## config.mk

```make
export PLATFORM = sky130hd
export DESIGN_NAME = mux_n_sched
export DESIGN_NICKNAME = d
export VERILOG_FILES = /design/src/rtl/mux_n_sched.sv
export SDC_FILE = /design/constraint.sdc
export NUM_CORES = 1
export LEC_CHECK = 0
export CAP_MARGIN = 20
export CELL_PAD_IN_SITES_DETAIL_PLACEMENT = 1
export CELL_PAD_IN_SITES_GLOBAL_PLACEMENT = 2
export CORE_AREA = 3 3 76 78
export DETAILED_ROUTE_END_ITERATION = 6
export DIE_AREA = 0 0 79 81
export GPL_TIMING_DRIVEN = 1
export PLACE_DENSITY_LB_ADDON = 0.1
export SYNTH_ARGS = -nofsm -noshare
export SYNTH_HDL_FRONTEND = slang
export SYNTH_SLANG_ARGS = --single-unit
```

## constraint.sdc

```tcl
create_clock -name clk -period 2.8 [get_ports clk]
set_input_delay 0.56 -clock clk [delete_from_list [all_inputs] [get_ports clk]]
set_output_delay 0.56 -clock clk [all_outputs]
set_load 0.01 [all_outputs]
```

## src/rtl/mux_n_sched.sv

```systemverilog
// Registered N:1 channel multiplexer with per-channel valid/ready handshake.
// Selects one producer per cycle, either by fixed index or by round-robin scan.
module mux_n_sched #(
  parameter int unsigned N    = 7,
  parameter int unsigned W    = 1,
  parameter int unsigned SELW = 3
) (
  input  logic            clk,
  input  logic            rst,
  input  logic            mode,
  input  logic [SELW-1:0] sel,
  input  logic [N*W-1:0]  in_data,
  input  logic [N-1:0]    in_valid,
  output logic [N-1:0]    in_ready,
  output logic [W-1:0]    out_data,
  output logic [SELW-1:0] out_chan,
  output logic            out_valid,
  input  logic            out_ready
);

  logic [SELW-1:0] rr_ptr;
  logic            free;
  logic            grant;
  logic [SELW-1:0] gidx;
  logic [W-1:0]    gdata;
  logic [SELW-1:0] rr_next;

  // Grant selection; round-robin scans [rr_ptr..N-1] first, then [0..rr_ptr-1].
  always_comb begin
    free     = ~out_valid | out_ready;
    grant    = 1'b0;
    gidx     = '0;
    gdata    = '0;
    in_ready = '0;
    if (!rst && free) begin
      if (!mode) begin
        for (int unsigned k = 0; k < N; k++) begin
          if (SELW'(k) == sel && in_valid[k]) begin
            grant       = 1'b1;
            gidx        = SELW'(k);
            gdata       = in_data[k*W +: W];
            in_ready[k] = 1'b1;
          end
        end
      end else begin
        for (int unsigned k = 0; k < N; k++) begin
          if (!grant && k >= 32'(rr_ptr) && in_valid[k]) begin
            grant       = 1'b1;
            gidx        = SELW'(k);
            gdata       = in_data[k*W +: W];
            in_ready[k] = 1'b1;
          end
        end
        for (int unsigned k = 0; k < N; k++) begin
          if (!grant && k < 32'(rr_ptr) && in_valid[k]) begin
            grant       = 1'b1;
            gidx        = SELW'(k);
            gdata       = in_data[k*W +: W];
            in_ready[k] = 1'b1;
          end
        end
      end
    end
  end

  assign rr_next = (gidx == SELW'(N-1)) ? '0 : gidx + SELW'(1);

  // Output register and round-robin pointer.
  always_ff @(posedge clk) begin
    if (rst) begin
      out_valid <= 1'b0;
      out_data  <= '0;
      out_chan  <= '0;
      rr_ptr    <= '0;
    end else if (free) begin
      if (grant) begin
        out_data  <= gdata;
        out_chan  <= gidx;
        out_valid <= 1'b1;
        if (mode) rr_ptr <= rr_next;
      end else begin
        out_valid <= 1'b0;
      end
    end
  end

endmodule
```

**Run 1: the metal 2 layer**

Scale: 6 px per micron. Cells faint in the background.
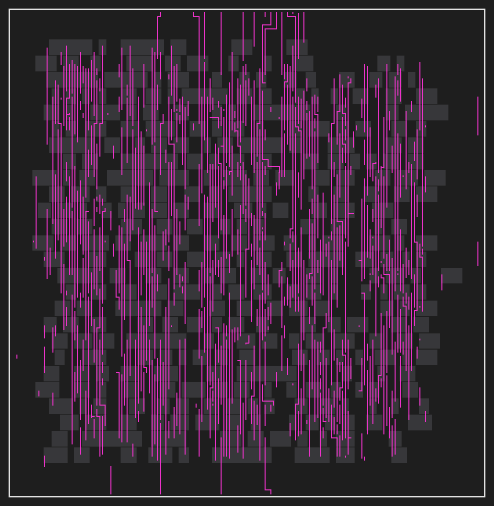
longest straight run = 35.7 microns
main direction = vertical
wire length on this layer = 4290 microns
nets with wire on the layer = 340
share of all routed wire = 51%
Total Wirelength: 8470 microns
GR Util met2: 0.477
vias: 2271

**Run 1: metal 3**

Scale: 6 px per micron. Cells faint in the background.
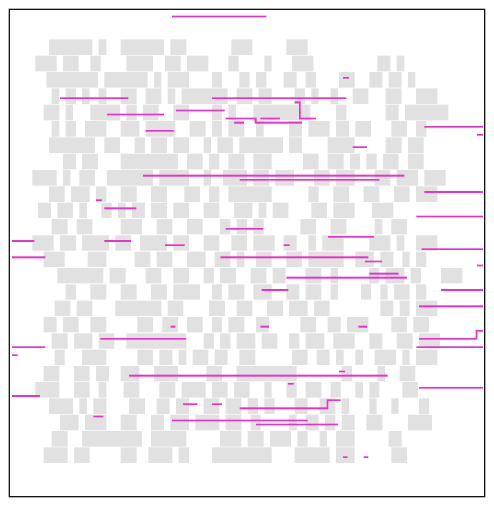
share of all routed wire = 5.6%
longest straight run = 43.2 microns
met3 Use GR: 0.0288

==> results.json, run 1 <==
{
  "drv_cap": 0,
  "slowest_delay_ns": 0.56,
  "htreeDepth": 1,
  "failed_checks": "setup timing",
  "status": "finished with violations",
  "mux_share": 0.0219,
  "logic_gates": 173,
  "hp-class": "register to register",
  "power_density_nw_per_um2": 262,
  "gp_congestion": 0.917,
  "finalClockSkew_ns": 0.00378,
  "io_pins": 33,
  "dominant_cells": "combinational gates",
  "syn-num-nets": 224,
  "avgViaCountPerCell": 5.55,
  "wl_met1_microns": 3480,
  "ys_warn_count": 0,
  "crit_path_cell_trace": "dlygate4sd2_1, buf_6, or4_1, o31ai_2, a31oi_2, nor2_1, buf_2",
  "p_comb_frac": 0.627,
  "setup_viol": 1,
  "seq_area_sq_um": 166,
  "dieHeight_microns": 81,
  "finalHoldViolCount": 0,
  "rr_worst_depth": 16,
  "flop-count": 8,
  "drt_iter0_markers": 127,
  "drc": 0,
  "finish.instance_area_sq_um": 2800,
  "overflow": 0,
  "clock_sinks": 8,
  "xor_area_frac": 0,
  "min_path_cells": 2,
  "worstPathArrival_ns": 2.24,
  "fp_util": 0.267,
  "die_w_microns": 79,
  "cts_tree": "built",
  "critPathBufInv": 3,
  "avgSynthCellArea_sq_um": 6.76,
  "track_usage": 0.257,
  "layout_setup_ws_ns": -0.00430,
  "wl_met2_microns": 4290,
  "yosys-top-cells-area": "dfxtp_1 (12%), nand2_1 (6.0%), a21oi_1 (5.8%), nor2_1 (5.2%), o21ai_0 (5.1%)",
  "clk_transition_reported_paths_ns": 0.04,
  "warning_count": 27,
  "cts_buffer_depth": 2,
  "nets": 362,
  "worstHoldStart": "out_chan[0]",
  "hold_ws_ns": 0.470
}
**Run 1: track usage over the die**

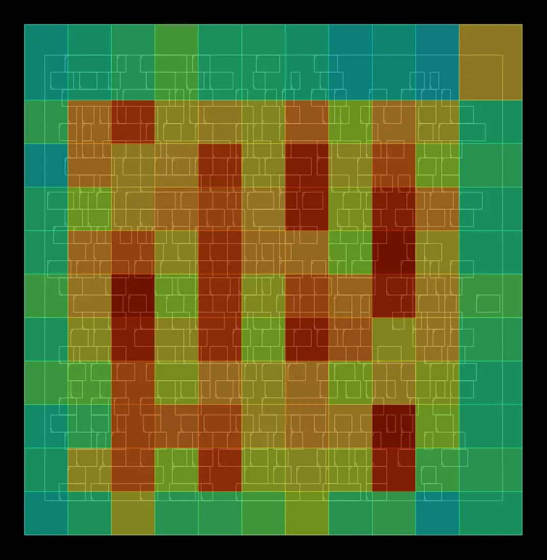
busiest grt layer: met2
routed wire length per instance: 20.7 microns
Util after Layout: 0.544

==> run 1 -> run 2 <==
CORE_AREA = 3 3 97 62   (was 3 3 76 78)
DIE_AREA = 0 0 100 65   (was 0 0 79 81)
**Run 2: ports around the boundary**

Scale: 4 px per micron. Pins as bars across the die edge, other pins in grey.
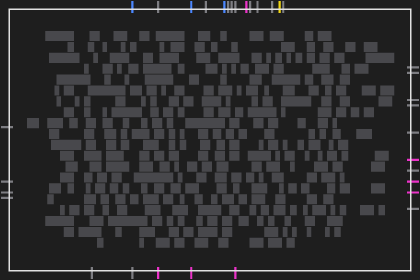
out_valid -> yellow  # pins 1, direction output, edge north
out_chan -> blue  # pins 3, direction output, edge north
in_data -> magenta  # pins 7, direction input, edge 3 east, 3 south, 1 north
all pins by edge = 14 north, 10 east, 5 south, 4 west
Port-buffer cells: 32
Die Wd: 100 microns
Die Y: 65 microns

==> run 2 against run 1 <==
Net effect:
- largest cell class unchanged
- the flow now finishes without violations
- die area increased by 1.6%
- global-route usage is 2.3 points lower
- non-clock buffer count fell by 32
- total power is 6.6% lower
- clock-buffer cell count is the same
- via count shrank 8.3%
- critical endpoint is now rr_ptr[1]
- register-to-register slack better by 0.13 ns
- synthesized cell count stayed put
- worst setup slack better by 0.10 ns
- utilization down 4.3 points
- cell area decreased by 9.0%
- sequential share of layout area increased by 0.54 points
==> results.json, run 2 <==
{
  "status": "finished, final reports clean",
  "avgViaCountPerCell": 5.58,
  "drc": 0,
  "crit_path_cell_trace": "clkdlybuf4s50_1, buf_4, nand4b_1, nand2b_1, buf_4, o31ai_2, o31ai_4, o31ai_4, a21o_1, a211oi_2, a31o_1",
  "overflow": 0,
  "slowest_delay_ns": 0.50,
  "track_usage": 0.234,
  "vias": 2082,
  "mux_share": 0.0219,
  "grt_use_met2": 0.375,
  "avgSynthCellArea_sq_um": 6.76,
  "gp_congestion": 0.895,
  "wl_met2_microns": 3310,
  "drv_cap": 0,
  "fp_util": 0.270,
  "warning_count": 27,
  "final_util": 0.501,
  "htreeDepth": 1,
  "setup_viol": 0,
  "hold_ws_ns": 0.463,
  "worstHoldStart": "out_chan[0]",
  "finalHoldViolCount": 0,
  "syn-num-nets": 224,
  "cts_tree": "built",
  "worstPathArrival_ns": 2.83,
  "wl_met1_microns": 3500,
  "post_drt_wl_per_cell_microns": 19.9,
  "seq_area_sq_um": 165,
  "hp-class": "register to register",
  "io_pins": 33,
  "power_density_nw_per_um2": 268,
  "grt_use_met3": 0.0355,
  "cts_buffer_depth": 2,
  "min_path_cells": 2,
  "clk_transition_reported_paths_ns": 0.05,
  "drt-total-wl_microns": 7410,
  "finish.instance_area_sq_um": 2540,
  "rr_worst_depth": 10,
  "dominant_cells": "combinational gates"
}
==> run 2 -> run 3 <==
CTS_CLUSTER_SIZE = 25   (was not set)
**Run 3: track usage over the die**

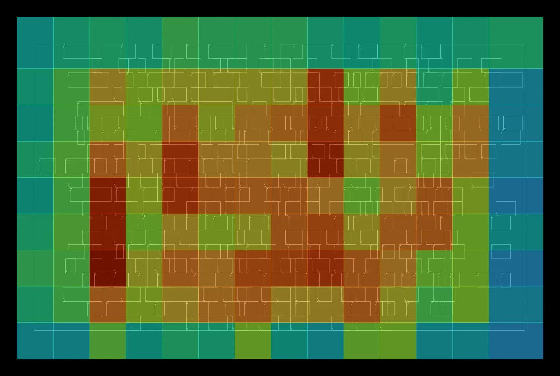
total track usage: 0.234
routed wire length per instance: 19.9 microns
met1 Use GR: 0.336
GR Util met2: 0.375

==> run 3 against run 2 <==
Net effect:
- synthesized cell count unchanged
- combinational power about the same
- register-to-register slack about the same
- sequential cell count unchanged
==> results.json, run 3 <==
{
  "grt_most_used_layer": "met2",
  "drc": 0,
  "hp-class": "register to register",
  "drv_cap": 0,
  "finish.instance_area_sq_um": 2540,
  "p_comb_frac": 0.593,
  "avgSynthCellArea_sq_um": 6.76,
  "rr_worst_depth": 10,
  "gp_congestion": 0.895,
  "mux_share": 0.0219,
  "clock_sinks": 8,
  "drt-total-wl_microns": 7410,
  "dieHeight_microns": 65,
  "nets": 330,
  "worstPathArrival_ns": 2.83,
  "seq_area_sq_um": 165,
  "ys_warn_count": 0,
  "drt_iter0_markers": 120,
  "hold_ws_ns": 0.463,
  "vias": 2082,
  "cts_tree": "built",
  "syn-num-nets": 224,
  "status": "finished, final reports clean",
  "htreeDepth": 1,
  "logic_gates": 173,
  "wl_met1_microns": 3500,
  "critPathBufInv": 3,
  "finalClockSkew_ns": 0.00339,
  "cts_buffer_depth": 2,
  "power_density_nw_per_um2": 268,
  "worstHoldStart": "out_chan[0]",
  "crit_path_cell_trace": "clkdlybuf4s50_1, buf_4, nand4b_1, nand2b_1, buf_4, o31ai_2, o31ai_4, o31ai_4, a21o_1, a211oi_2, a31o_1"
}

==> notes/layouts.md <==
Pictures saved along the way, in no particular order.

Wire density map.
Plate I
Scale: 4 px per micron. The die is cut into 20 by 13 equal tiles; dark blue is low, red is high, scaled to the fullest tile. Values are wire area over tile area, all layers added.
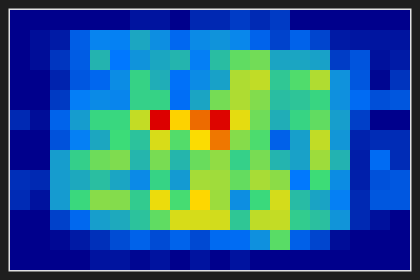
Plate II
Scale: 4 px per micron. The die is cut into 16 by 16 equal tiles; dark blue is low, red is high, scaled to the fullest tile. Values are wire area over tile area, all layers added.
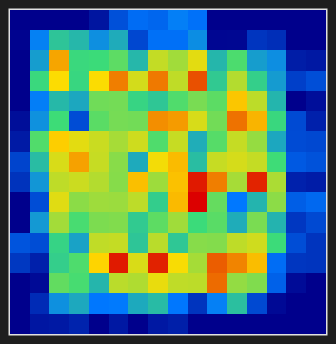
Plate I: run 3
Plate II: run 1

Key to Plate I:
mean over tiles = 0.18
fullest tile = 0.65
tiles over half the peak = 20%
densest ninth of the die = centre
emptiest ninth of the die = north-west
nearly empty tiles = 19%

No activity file was given, so power comes from the tool's default toggle rates.
